Run 1, PDN straps and rails:
Pins as bars on the die edge. Tap cells in gray.
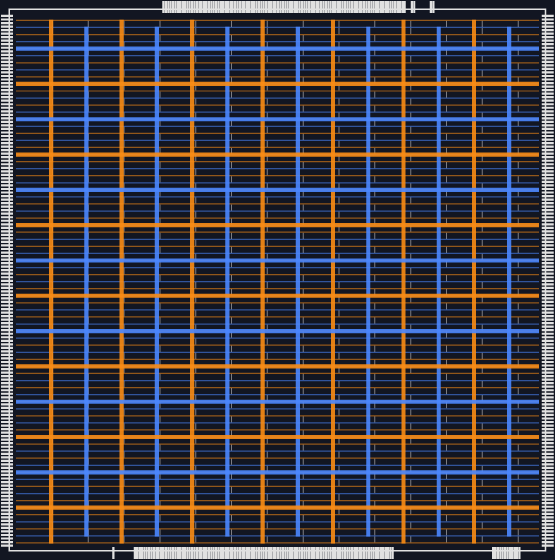
Run 1, cell placement:
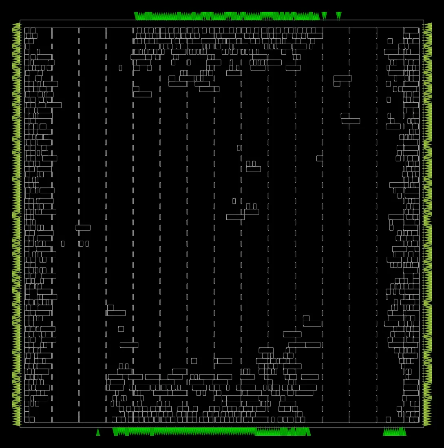
Run 1, clock distribution:
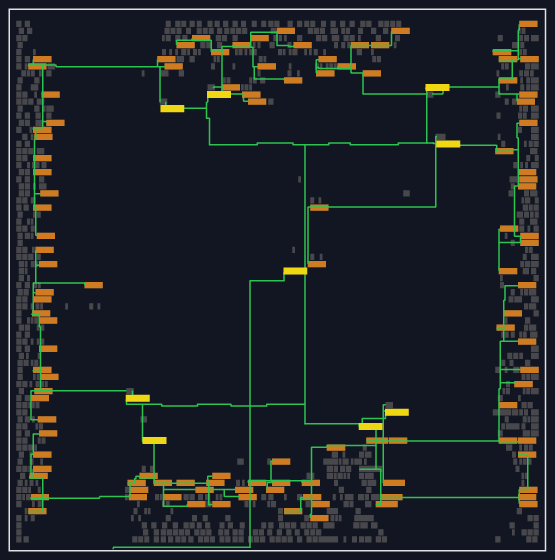
===== src/rtl/wb_bus_splitter_n_if.sv =====
`default_nettype none
// ============================================================================
// Module      : wb_bus_splitter_n_if
// Description : Bundle of Wishbone classic signals around the 1-to-N splitter.
//               Master side: m_wb_* (request from the management core and the
//               response returned to it). Slave side: s_wb_* flattened per-slave
//               vectors, slave i at [i*WIDTH +: WIDTH].
//               Modport slave  : view of the splitter (responds to the master,
//                                drives the peripheral slaves).
//               Modport master : view of the surrounding system (drives the
//                                master request and the slave responses).
// Revision    : 1.0  initial release
// ============================================================================
interface wb_bus_splitter_n_if #(
    parameter int N_SLAVES   = 4,
    parameter int ADDR_WIDTH = 32,
    parameter int DATA_WIDTH = 32,
    parameter int SEL_WIDTH  = DATA_WIDTH / 8
);
    // Master request / response
    logic [ADDR_WIDTH-1:0]          m_wb_adr;
    logic [DATA_WIDTH-1:0]          m_wb_dat_w;
    logic                           m_wb_we;
    logic [SEL_WIDTH-1:0]           m_wb_sel;
    logic                           m_wb_cyc;
    logic                           m_wb_stb;
    logic [DATA_WIDTH-1:0]          m_wb_dat_r;
    logic                           m_wb_ack;
    logic                           m_wb_err;

    // Per-slave request / response, flattened
    logic [N_SLAVES*ADDR_WIDTH-1:0] s_wb_adr;
    logic [N_SLAVES*DATA_WIDTH-1:0] s_wb_dat_w;
    logic [N_SLAVES*DATA_WIDTH-1:0] s_wb_dat_r;
    logic [N_SLAVES-1:0]            s_wb_we;
    logic [N_SLAVES-1:0]            s_wb_cyc;
    logic [N_SLAVES-1:0]            s_wb_stb;
    logic [N_SLAVES*SEL_WIDTH-1:0]  s_wb_sel;
    logic [N_SLAVES-1:0]            s_wb_ack;
    logic [N_SLAVES-1:0]            s_wb_err;

    modport slave (
        input  m_wb_adr, m_wb_dat_w, m_wb_we, m_wb_sel, m_wb_cyc, m_wb_stb,
        output m_wb_dat_r, m_wb_ack, m_wb_err,
        output s_wb_adr, s_wb_dat_w, s_wb_we, s_wb_cyc, s_wb_stb, s_wb_sel,
        input  s_wb_dat_r, s_wb_ack, s_wb_err
    );

    modport master (
        output m_wb_adr, m_wb_dat_w, m_wb_we, m_wb_sel, m_wb_cyc, m_wb_stb,
        input  m_wb_dat_r, m_wb_ack, m_wb_err,
        input  s_wb_adr, s_wb_dat_w, s_wb_we, s_wb_cyc, s_wb_stb, s_wb_sel,
        output s_wb_dat_r, s_wb_ack, s_wb_err
    );
endinterface
`default_nettype wire


===== src/rtl/wb_bus_splitter_n.sv =====
`default_nettype none
// ============================================================================
// Module      : wb_bus_splitter_n
// Description : Registered Wishbone classic 1-to-N bus splitter. Each master
//               cycle is decoded against per-slave base/mask pairs (lowest
//               index wins), locked to one slave until it terminates, and
//               answered with a registered one-cycle ack/err pulse. Unmapped
//               addresses are answered with err without touching any slave.
// Ports       : clk          rising-edge clock
//               rst          synchronous active-high reset
//               bus          wb_bus_splitter_n_if.slave (m_wb_* and s_wb_*)
//               stat_timeout one-cycle pulse with a timeout-generated err
//               stat_sel     slave index of the most recent decoded cycle
// Options     : WB_SPLIT_TIMEOUT_EN - when defined, a 16-bit watchdog aborts
//               an ACTIVE cycle with err after TIMEOUT_CYCLES silent cycles.
//               When undefined, ACTIVE waits indefinitely.
// Revision    : 1.0  initial release
// ============================================================================
module wb_bus_splitter_n #(
    parameter int N_SLAVES       = 4,
    parameter int ADDR_WIDTH     = 32,
    parameter int DATA_WIDTH     = 32,
    parameter int SEL_WIDTH      = DATA_WIDTH / 8,
    parameter logic [N_SLAVES*ADDR_WIDTH-1:0] BASE_ADDRS =
        {32'h3003_0000, 32'h3002_0000, 32'h3001_0000, 32'h3000_0000},
    parameter logic [N_SLAVES*ADDR_WIDTH-1:0] ADDR_MASKS = {4{32'hFFFF_0000}},
    parameter int TIMEOUT_CYCLES = 255,
    localparam int SW = (N_SLAVES > 1) ? $clog2(N_SLAVES) : 1
) (
    input  wire logic              clk,
    input  wire logic              rst,
    wb_bus_splitter_n_if.slave     bus,
    output logic                   stat_timeout,
    output logic [SW-1:0]          stat_sel
);

    typedef enum logic [1:0] {
        IDLE   = 2'd0,
        ACTIVE = 2'd1,
        RESP   = 2'd2
    } state_t;

    if (N_SLAVES < 1 || N_SLAVES > 16 || TIMEOUT_CYCLES < 1 || TIMEOUT_CYCLES > 65535) begin : g_param_check
        $error("wb_bus_splitter_n: N_SLAVES or TIMEOUT_CYCLES out of range");
    end

    state_t                  state_q;
    logic [ADDR_WIDTH-1:0]   adr_q;
    logic [DATA_WIDTH-1:0]   dat_w_q;
    logic                    we_q;
    logic [SEL_WIDTH-1:0]    sel_q;
    // One-hot owner of the current cycle; all zero outside ACTIVE. It both
    // gates the slave outputs and selects the response mux.
    logic [N_SLAVES-1:0]     s_cyc_q;
    logic                    m_ack_q;
    logic                    m_err_q;
    logic [DATA_WIDTH-1:0]   m_dat_r_q;
    logic                    timeout_q;
    logic [SW-1:0]           stat_sel_q;

    logic                    w_hit;
    logic [SW-1:0]           w_hit_idx;
    logic [N_SLAVES-1:0]     w_hit_oh;
    logic                    w_s_ack;
    logic                    w_s_err;
    logic [DATA_WIDTH-1:0]   w_s_dat;
    logic                    w_to_hit;

    // Address decode. Walking from the top index down lets the lowest
    // matching slave overwrite any higher match.
    always_comb begin
        w_hit     = 1'b0;
        w_hit_idx = '0;
        w_hit_oh  = '0;
        for (int i = N_SLAVES - 1; i >= 0; i--) begin
            if ((bus.m_wb_adr & ADDR_MASKS[i*ADDR_WIDTH +: ADDR_WIDTH]) ==
                (BASE_ADDRS[i*ADDR_WIDTH +: ADDR_WIDTH] & ADDR_MASKS[i*ADDR_WIDTH +: ADDR_WIDTH])) begin
                w_hit       = 1'b1;
                w_hit_idx   = SW'(i);
                w_hit_oh    = '0;
                w_hit_oh[i] = 1'b1;
            end
        end
    end

    // Response mux from the owning slave only.
    always_comb begin
        w_s_ack = 1'b0;
        w_s_err = 1'b0;
        w_s_dat = '0;
        for (int i = 0; i < N_SLAVES; i++) begin
            if (s_cyc_q[i]) begin
                w_s_ack = bus.s_wb_ack[i];
                w_s_err = bus.s_wb_err[i];
                w_s_dat = bus.s_wb_dat_r[i*DATA_WIDTH +: DATA_WIDTH];
            end
        end
    end

`ifdef WB_SPLIT_TIMEOUT_EN
    localparam logic [15:0] TO_LAST = 16'(TIMEOUT_CYCLES - 1);
    logic [15:0] to_cnt_q;
    // Counter holds the number of ACTIVE cycles already completed, so the
    // TIMEOUT_CYCLES-th silent cycle is the one where it equals TO_LAST.
    assign w_to_hit = (to_cnt_q == TO_LAST);
`else
    assign w_to_hit = 1'b0;
`endif

    always_ff @(posedge clk) begin
        if (rst) begin
            state_q    <= IDLE;
            adr_q      <= '0;
            dat_w_q    <= '0;
            we_q       <= 1'b0;
            sel_q      <= '0;
            s_cyc_q    <= '0;
            m_ack_q    <= 1'b0;
            m_err_q    <= 1'b0;
            m_dat_r_q  <= '0;
            timeout_q  <= 1'b0;
            stat_sel_q <= '0;
`ifdef WB_SPLIT_TIMEOUT_EN
            to_cnt_q   <= '0;
`endif
        end else begin
            // Termination pulses last exactly one cycle unless set below.
            m_ack_q   <= 1'b0;
            m_err_q   <= 1'b0;
            m_dat_r_q <= '0;
            timeout_q <= 1'b0;
            case (state_q)
                IDLE: begin
                    if (bus.m_wb_cyc && bus.m_wb_stb) begin
                        if (w_hit) begin
                            adr_q      <= bus.m_wb_adr;
                            dat_w_q    <= bus.m_wb_dat_w;
                            we_q       <= bus.m_wb_we;
                            sel_q      <= bus.m_wb_sel;
                            s_cyc_q    <= w_hit_oh;
                            stat_sel_q <= w_hit_idx;
`ifdef WB_SPLIT_TIMEOUT_EN
                            to_cnt_q   <= '0;
`endif
                            state_q    <= ACTIVE;
                        end else begin
                            m_err_q <= 1'b1;
                            state_q <= RESP;
                        end
                    end
                end
                ACTIVE: begin
                    if (!bus.m_wb_cyc) begin
                        // Master gave up: release the slave silently.
                        s_cyc_q <= '0;
                        state_q <= IDLE;
                    end else if (w_s_err) begin
                        s_cyc_q <= '0;
                        m_err_q <= 1'b1;
                        state_q <= RESP;
                    end else if (w_s_ack) begin
                        s_cyc_q   <= '0;
                        m_ack_q   <= 1'b1;
                        m_dat_r_q <= w_s_dat;
                        state_q   <= RESP;
                    end else if (w_to_hit) begin
                        s_cyc_q   <= '0;
                        m_err_q   <= 1'b1;
                        timeout_q <= 1'b1;
                        state_q   <= RESP;
                    end else begin
`ifdef WB_SPLIT_TIMEOUT_EN
                        to_cnt_q <= to_cnt_q + 16'd1;
`endif
                    end
                end
                RESP: begin
                    state_q <= IDLE;
                end
                default: begin
                    s_cyc_q <= '0;
                    state_q <= IDLE;
                end
            endcase
        end
    end

    // Slave-side fan-out: only the owner sees the latched request.
    for (genvar i = 0; i < N_SLAVES; i++) begin : g_slave
        assign bus.s_wb_cyc[i] = s_cyc_q[i];
        assign bus.s_wb_stb[i] = s_cyc_q[i];
        assign bus.s_wb_we[i]  = s_cyc_q[i] & we_q;
        assign bus.s_wb_adr[i*ADDR_WIDTH +: ADDR_WIDTH]   = s_cyc_q[i] ? adr_q   : '0;
        assign bus.s_wb_dat_w[i*DATA_WIDTH +: DATA_WIDTH] = s_cyc_q[i] ? dat_w_q : '0;
        assign bus.s_wb_sel[i*SEL_WIDTH +: SEL_WIDTH]     = s_cyc_q[i] ? sel_q   : '0;
    end

    assign bus.m_wb_ack   = m_ack_q;
    assign bus.m_wb_err   = m_err_q;
    assign bus.m_wb_dat_r = m_dat_r_q;
    assign stat_timeout   = timeout_q;
    assign stat_sel       = stat_sel_q;

endmodule
`default_nettype wire


===== src/flat_wrapper.sv =====
// flat-port wrapper written by rule: the top's interface ports become plain ports
module wb_bus_splitter_n_flat 
#(
    parameter int N_SLAVES       = 4,
    parameter int ADDR_WIDTH     = 32,
    parameter int DATA_WIDTH     = 32,
    parameter int SEL_WIDTH      = DATA_WIDTH / 8,
    parameter logic [N_SLAVES*ADDR_WIDTH-1:0] BASE_ADDRS =
        {32'h3003_0000, 32'h3002_0000, 32'h3001_0000, 32'h3000_0000},
    parameter logic [N_SLAVES*ADDR_WIDTH-1:0] ADDR_MASKS = {4{32'hFFFF_0000}},
    parameter int TIMEOUT_CYCLES = 255,
    localparam int SW = (N_SLAVES > 1) ? $clog2(N_SLAVES) : 1
)
  (clk, rst, stat_timeout, stat_sel, bus_m_wb_adr, bus_m_wb_dat_w, bus_m_wb_we, bus_m_wb_sel, bus_m_wb_cyc, bus_m_wb_stb, bus_m_wb_dat_r, bus_m_wb_ack, bus_m_wb_err, bus_s_wb_adr, bus_s_wb_dat_w, bus_s_wb_we, bus_s_wb_cyc, bus_s_wb_stb, bus_s_wb_sel, bus_s_wb_dat_r, bus_s_wb_ack, bus_s_wb_err);
  wb_bus_splitter_n_if #(.N_SLAVES(N_SLAVES), .ADDR_WIDTH(ADDR_WIDTH), .DATA_WIDTH(DATA_WIDTH), .SEL_WIDTH(SEL_WIDTH)) bus_i ();
  input  wire logic clk;
  input  wire logic rst;
  output logic stat_timeout;
  output logic [SW-1:0] stat_sel;
  input wire logic [$bits(bus_i.m_wb_adr)-1:0] bus_m_wb_adr;
  input wire logic [$bits(bus_i.m_wb_dat_w)-1:0] bus_m_wb_dat_w;
  input wire logic [$bits(bus_i.m_wb_we)-1:0] bus_m_wb_we;
  input wire logic [$bits(bus_i.m_wb_sel)-1:0] bus_m_wb_sel;
  input wire logic [$bits(bus_i.m_wb_cyc)-1:0] bus_m_wb_cyc;
  input wire logic [$bits(bus_i.m_wb_stb)-1:0] bus_m_wb_stb;
  output wire logic [$bits(bus_i.m_wb_dat_r)-1:0] bus_m_wb_dat_r;
  output wire logic [$bits(bus_i.m_wb_ack)-1:0] bus_m_wb_ack;
  output wire logic [$bits(bus_i.m_wb_err)-1:0] bus_m_wb_err;
  output wire logic [$bits(bus_i.s_wb_adr)-1:0] bus_s_wb_adr;
  output wire logic [$bits(bus_i.s_wb_dat_w)-1:0] bus_s_wb_dat_w;
  output wire logic [$bits(bus_i.s_wb_we)-1:0] bus_s_wb_we;
  output wire logic [$bits(bus_i.s_wb_cyc)-1:0] bus_s_wb_cyc;
  output wire logic [$bits(bus_i.s_wb_stb)-1:0] bus_s_wb_stb;
  output wire logic [$bits(bus_i.s_wb_sel)-1:0] bus_s_wb_sel;
  input wire logic [$bits(bus_i.s_wb_dat_r)-1:0] bus_s_wb_dat_r;
  input wire logic [$bits(bus_i.s_wb_ack)-1:0] bus_s_wb_ack;
  input wire logic [$bits(bus_i.s_wb_err)-1:0] bus_s_wb_err;
  assign bus_i.m_wb_adr = bus_m_wb_adr;
  assign bus_i.m_wb_dat_w = bus_m_wb_dat_w;
  assign bus_i.m_wb_we = bus_m_wb_we;
  assign bus_i.m_wb_sel = bus_m_wb_sel;
  assign bus_i.m_wb_cyc = bus_m_wb_cyc;
  assign bus_i.m_wb_stb = bus_m_wb_stb;
  assign bus_m_wb_dat_r = bus_i.m_wb_dat_r;
  assign bus_m_wb_ack = bus_i.m_wb_ack;
  assign bus_m_wb_err = bus_i.m_wb_err;
  assign bus_s_wb_adr = bus_i.s_wb_adr;
  assign bus_s_wb_dat_w = bus_i.s_wb_dat_w;
  assign bus_s_wb_we = bus_i.s_wb_we;
  assign bus_s_wb_cyc = bus_i.s_wb_cyc;
  assign bus_s_wb_stb = bus_i.s_wb_stb;
  assign bus_s_wb_sel = bus_i.s_wb_sel;
  assign bus_i.s_wb_dat_r = bus_s_wb_dat_r;
  assign bus_i.s_wb_ack = bus_s_wb_ack;
  assign bus_i.s_wb_err = bus_s_wb_err;
  wb_bus_splitter_n #(.N_SLAVES(N_SLAVES), .ADDR_WIDTH(ADDR_WIDTH), .DATA_WIDTH(DATA_WIDTH), .SEL_WIDTH(SEL_WIDTH), .BASE_ADDRS(BASE_ADDRS), .ADDR_MASKS(ADDR_MASKS), .TIMEOUT_CYCLES(TIMEOUT_CYCLES)) u_core (.clk(clk), .rst(rst), .bus(bus_i), .stat_timeout(stat_timeout), .stat_sel(stat_sel));
endmodule

===== config.mk =====
export PLATFORM = sky130hd
export DESIGN_NAME = wb_bus_splitter_n_flat
export DESIGN_NICKNAME = d
export VERILOG_FILES = /design/src/rtl/wb_bus_splitter_n_if.sv /design/src/rtl/wb_bus_splitter_n.sv /design/src/flat_wrapper.sv
export SDC_FILE = /design/constraint.sdc
export NUM_CORES = 1
export LEC_CHECK = 0
export CORE_AREA = 2 2 204 206
export CTS_BUF_LIST = sky130_fd_sc_hd__clkbuf_16
export CTS_CLUSTER_SIZE = 20
export DETAILED_ROUTE_END_ITERATION = 10
export DIE_AREA = 0 0 206 208
export DONT_BUFFER_PORTS = 1
export GPL_ROUTABILITY_DRIVEN = 0
export SLEW_MARGIN = 20
export SYNTH_ARGS = -nofsm -noshare
export SYNTH_HDL_FRONTEND = slang
export SYNTH_SLANG_ARGS = --single-unit

===== constraint.sdc =====
create_clock -name clk -period 4.3 [get_ports clk]
set_input_delay 1.075 -clock clk [delete_from_list [all_inputs] [get_ports clk]]
set_output_delay 1.075 -clock clk [all_outputs]
set_load 0.05 [all_outputs]

==> run summary, run 1 <==
Clock-pin slew reported for the worst setup and hold paths after clock tree synthesis -> 0.09 ns
Hold/Removal Path Class -> reg -> reg
Number of fill cells -> 4536
FP Rows -> 74
Registers -> 111
Maximum capacitance violations -> 0
Via-to-Cell Ratio -> 4.32
Top power consumer group -> sequential cells
Mux cell area share -> 0.461%
Die footprint -> 42800 um2
Clock tree from TritonCTS -> built
Cell with the biggest individual delay on the critical path -> sky130_fd_sc_hd__dfxtp_4
Fraction of final layout cells sized beyond drive strength 1 -> 7.26%
DP Wirelength -> 18500 um
Cells resized by post-CTS repair -> 0
Placed cell count -> 1329
Multi-input combinational cell count -> 673
Area used by sequential logic in the layout -> 2240 um2
Count of flip-flops with a built-in enable after synthesis -> 0
Biggest area consumer among synthesized cells -> sky130_fd_sc_hd__dfxtp_1
Run status -> complete, no violations
Final Worst Setup Slack -> 1.08 ns
Back to the opening pictures, 'PDN straps and rails':
Key: orange = VSS; blue = VDD
532 tap cells. 14 straps on met4. 75 met1 rails follow the rows. The core has 74 rows.
worst voltage drop across the vdd grid: 123 uV
standard cell core area: 40600 um2
DIE WIDTH: 206 um
Die Ht: 208 um

Back to the opening pictures, 'cell placement':
final design utilization: 17.8%
proportion of cell area occupied by registers: 31.1%
count of placed standard cells in the final layout, fillers left out: 1348

Back to the opening pictures, 'clock distribution':
Key: green = clock wires [length 1980 um]; yellow = clock-net drivers [count 9]; orange = flip-flops [count 111]
Position of the flops: spread over the die. There are 10 routed clock nets.
clk pwr: 902 uW
clock network fraction of design power: 46.5%
clock skew: 0.0123 ns
Skew-Pair Late Insertion Delay: 0.38 ns

run 1: worst paths after layout:
path	start	to	slack [ns]	cells past startpoint
min reg2reg	u_core.adr_q[6]	u_core.adr_q[6]	0.49	2
max	u_core.bus.s_wb_cyc[0]	bus_s_wb_we[0]	1.08	1
min	u_core.adr_q[6]	u_core.adr_q[6]	0.49	2
max reg2reg	u_core.bus.s_wb_cyc[0]	u_core.bus.m_wb_dat_r[12]	1.68	6
run 1: per-layer routing:
metal | share of wire [%] | up-vias | routed length, um | GRT usage [%]
met5 | 0 | - | 0 | 0
met4 | 2.6 | 0 | 669 | 4.48
met3 | 7.8 | 30 | 1970 | 2.65
met2 | 54 | 363 | 13600 | 21.3
met1 | 36 | 2742 | 9090 | 10.5
li1 | - | 2683 | - | -
==> run 1 -> run 2 <==
--- a/config.mk
+++ b/config.mk
@@ -5,11 +5,11 @@
 export SDC_FILE = /design/constraint.sdc
 export NUM_CORES = 1
 export LEC_CHECK = 0
-export CORE_AREA = 2 2 204 206
+export CORE_AREA = 2 2 209 211
 export CTS_BUF_LIST = sky130_fd_sc_hd__clkbuf_16
 export CTS_CLUSTER_SIZE = 20
 export DETAILED_ROUTE_END_ITERATION = 10
-export DIE_AREA = 0 0 206 208
+export DIE_AREA = 0 0 211 213
 export DONT_BUFFER_PORTS = 1
 export GPL_ROUTABILITY_DRIVEN = 0
 export SLEW_MARGIN = 20
==> constraint.sdc (replaced) <==
create_clock -name clk -period 2.98 [get_ports clk]
set_input_delay 0.745 -clock clk [delete_from_list [all_inputs] [get_ports clk]]
set_output_delay 0.745 -clock clk [all_outputs]
set_load 0.05 [all_outputs]
Run 2, clock distribution:
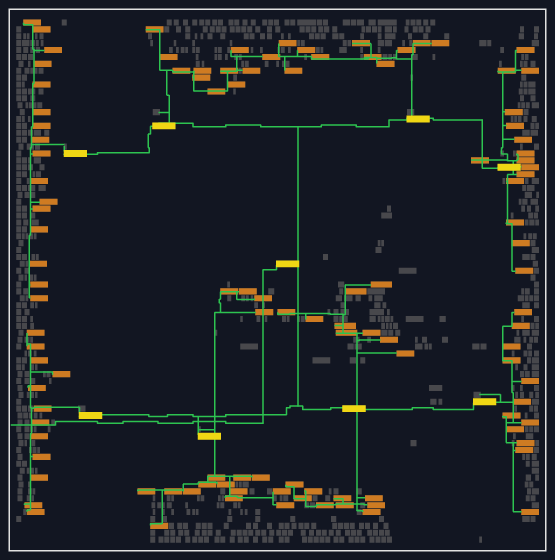
Key: orange = flip-flops [count 111]; yellow = clock-net drivers [count 9]; green = clock wires [length 1900 um]
Position of the flops: spread over the die. There are 10 routed clock nets.

Run 2, M2 wires:
The bar under the picture is 50 um long.
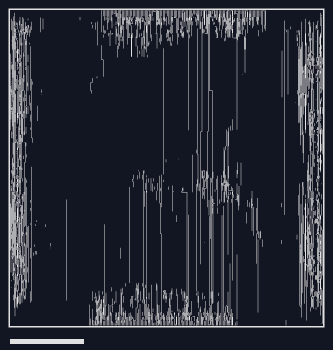
The longest straight run is 131 um. The layer holds 49% of the routed length. 890 nets have wire on it.
routed via count: 5855
met2 routing resource usage after global routing: 18.3%
sum of routed wire length over all layers: 26000 um

==> run 2 against run 1 <==
  * First-iteration DRC count unchanged
  * Sequential share of layout area decreased by 0.35 points
  * Power increased by 38%
  * Setup slack got worse by 0.91 ns
==> run summary, run 2 <==
Clock network fraction of design power -> 44.0% (was 46.5%)
Standard cell core area -> 42700 um2 (was 40600 um2)
Biggest area consumer among synthesized cells -> sky130_fd_sc_hd__dfxtp_1 (unchanged)
DP Wirelength -> 20100 um (was 18500 um)
Placed cell count -> 1349 (was 1329)
DIE WIDTH -> 211 um (was 206 um)
Top power consumer group -> sequential cells (unchanged)
Area used by sequential logic in the layout -> 2240 um2 (unchanged)
Multi-input combinational cell count -> 673 (unchanged)
Final design utilization -> 17.1% (was 17.8%)
Registers -> 111 (unchanged)
Clk pwr -> 1.18 mW (was 902 uW)
Maximum capacitance violations -> 0 (unchanged)
Clock tree from TritonCTS -> built (unchanged)
Hold/Removal Path Class -> in -> reg (was reg -> reg)
Number of fill cells -> 4771 (was 4536)
Skew-Pair Late Insertion Delay -> 0.38 ns (about the same)
Run status -> complete, no violations (unchanged)
Mux cell area share -> 0.461% (unchanged)
Clock skew -> 0.0125 ns (was 0.0123 ns)
Via-to-Cell Ratio -> 4.28 (was 4.32)
Run 2, PDN straps and rails:
Pins as bars on the die edge. Tap cells in gray.
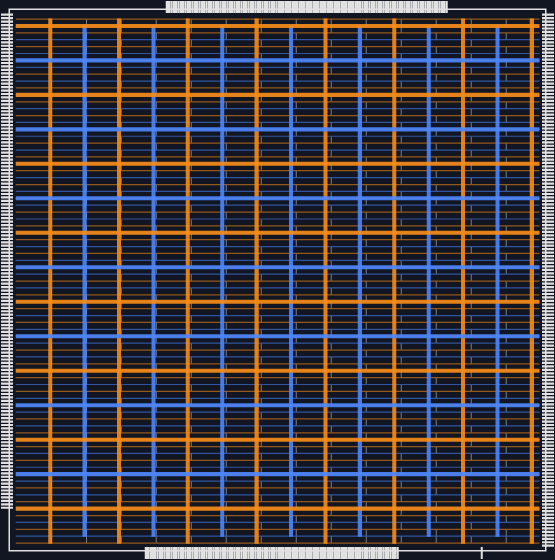
Key: blue = VDD; orange = VSS
530 signal pins sit on the boundary. 77 met1 rails follow the rows.
worst voltage drop across the vdd grid: 268 uV
Die Ht: 213 um

## run 2: metal layers
metal / vias up / GRT usage (%) / share of wire [%]
li1: 2695 / - / -
met1: 2728 / 10.6 / 36
met2: 382 / 18.3 / 49
met3: 46 / 4.82 / 11
met4: 4 / 4.91 / 3.5
met5: - / 0 / 0.12
## run 2: worst paths after layout
check / slack, ns / endpoint / from / cells past startpoint
max: 0.17 / bus_s_wb_adr[69] / u_core.bus.s_wb_cyc[2] / 2
max reg2reg: 0.61 / u_core.bus.m_wb_dat_r[23] / u_core.bus.s_wb_cyc[2] / 6
min reg2reg: 0.49 / u_core.dat_w_q[2] / u_core.dat_w_q[2] / 2
min: 0.46 / u_core.sel_q[2] / rst / 1
Power figures rest on the tool's default switching activity, not on a simulated workload.
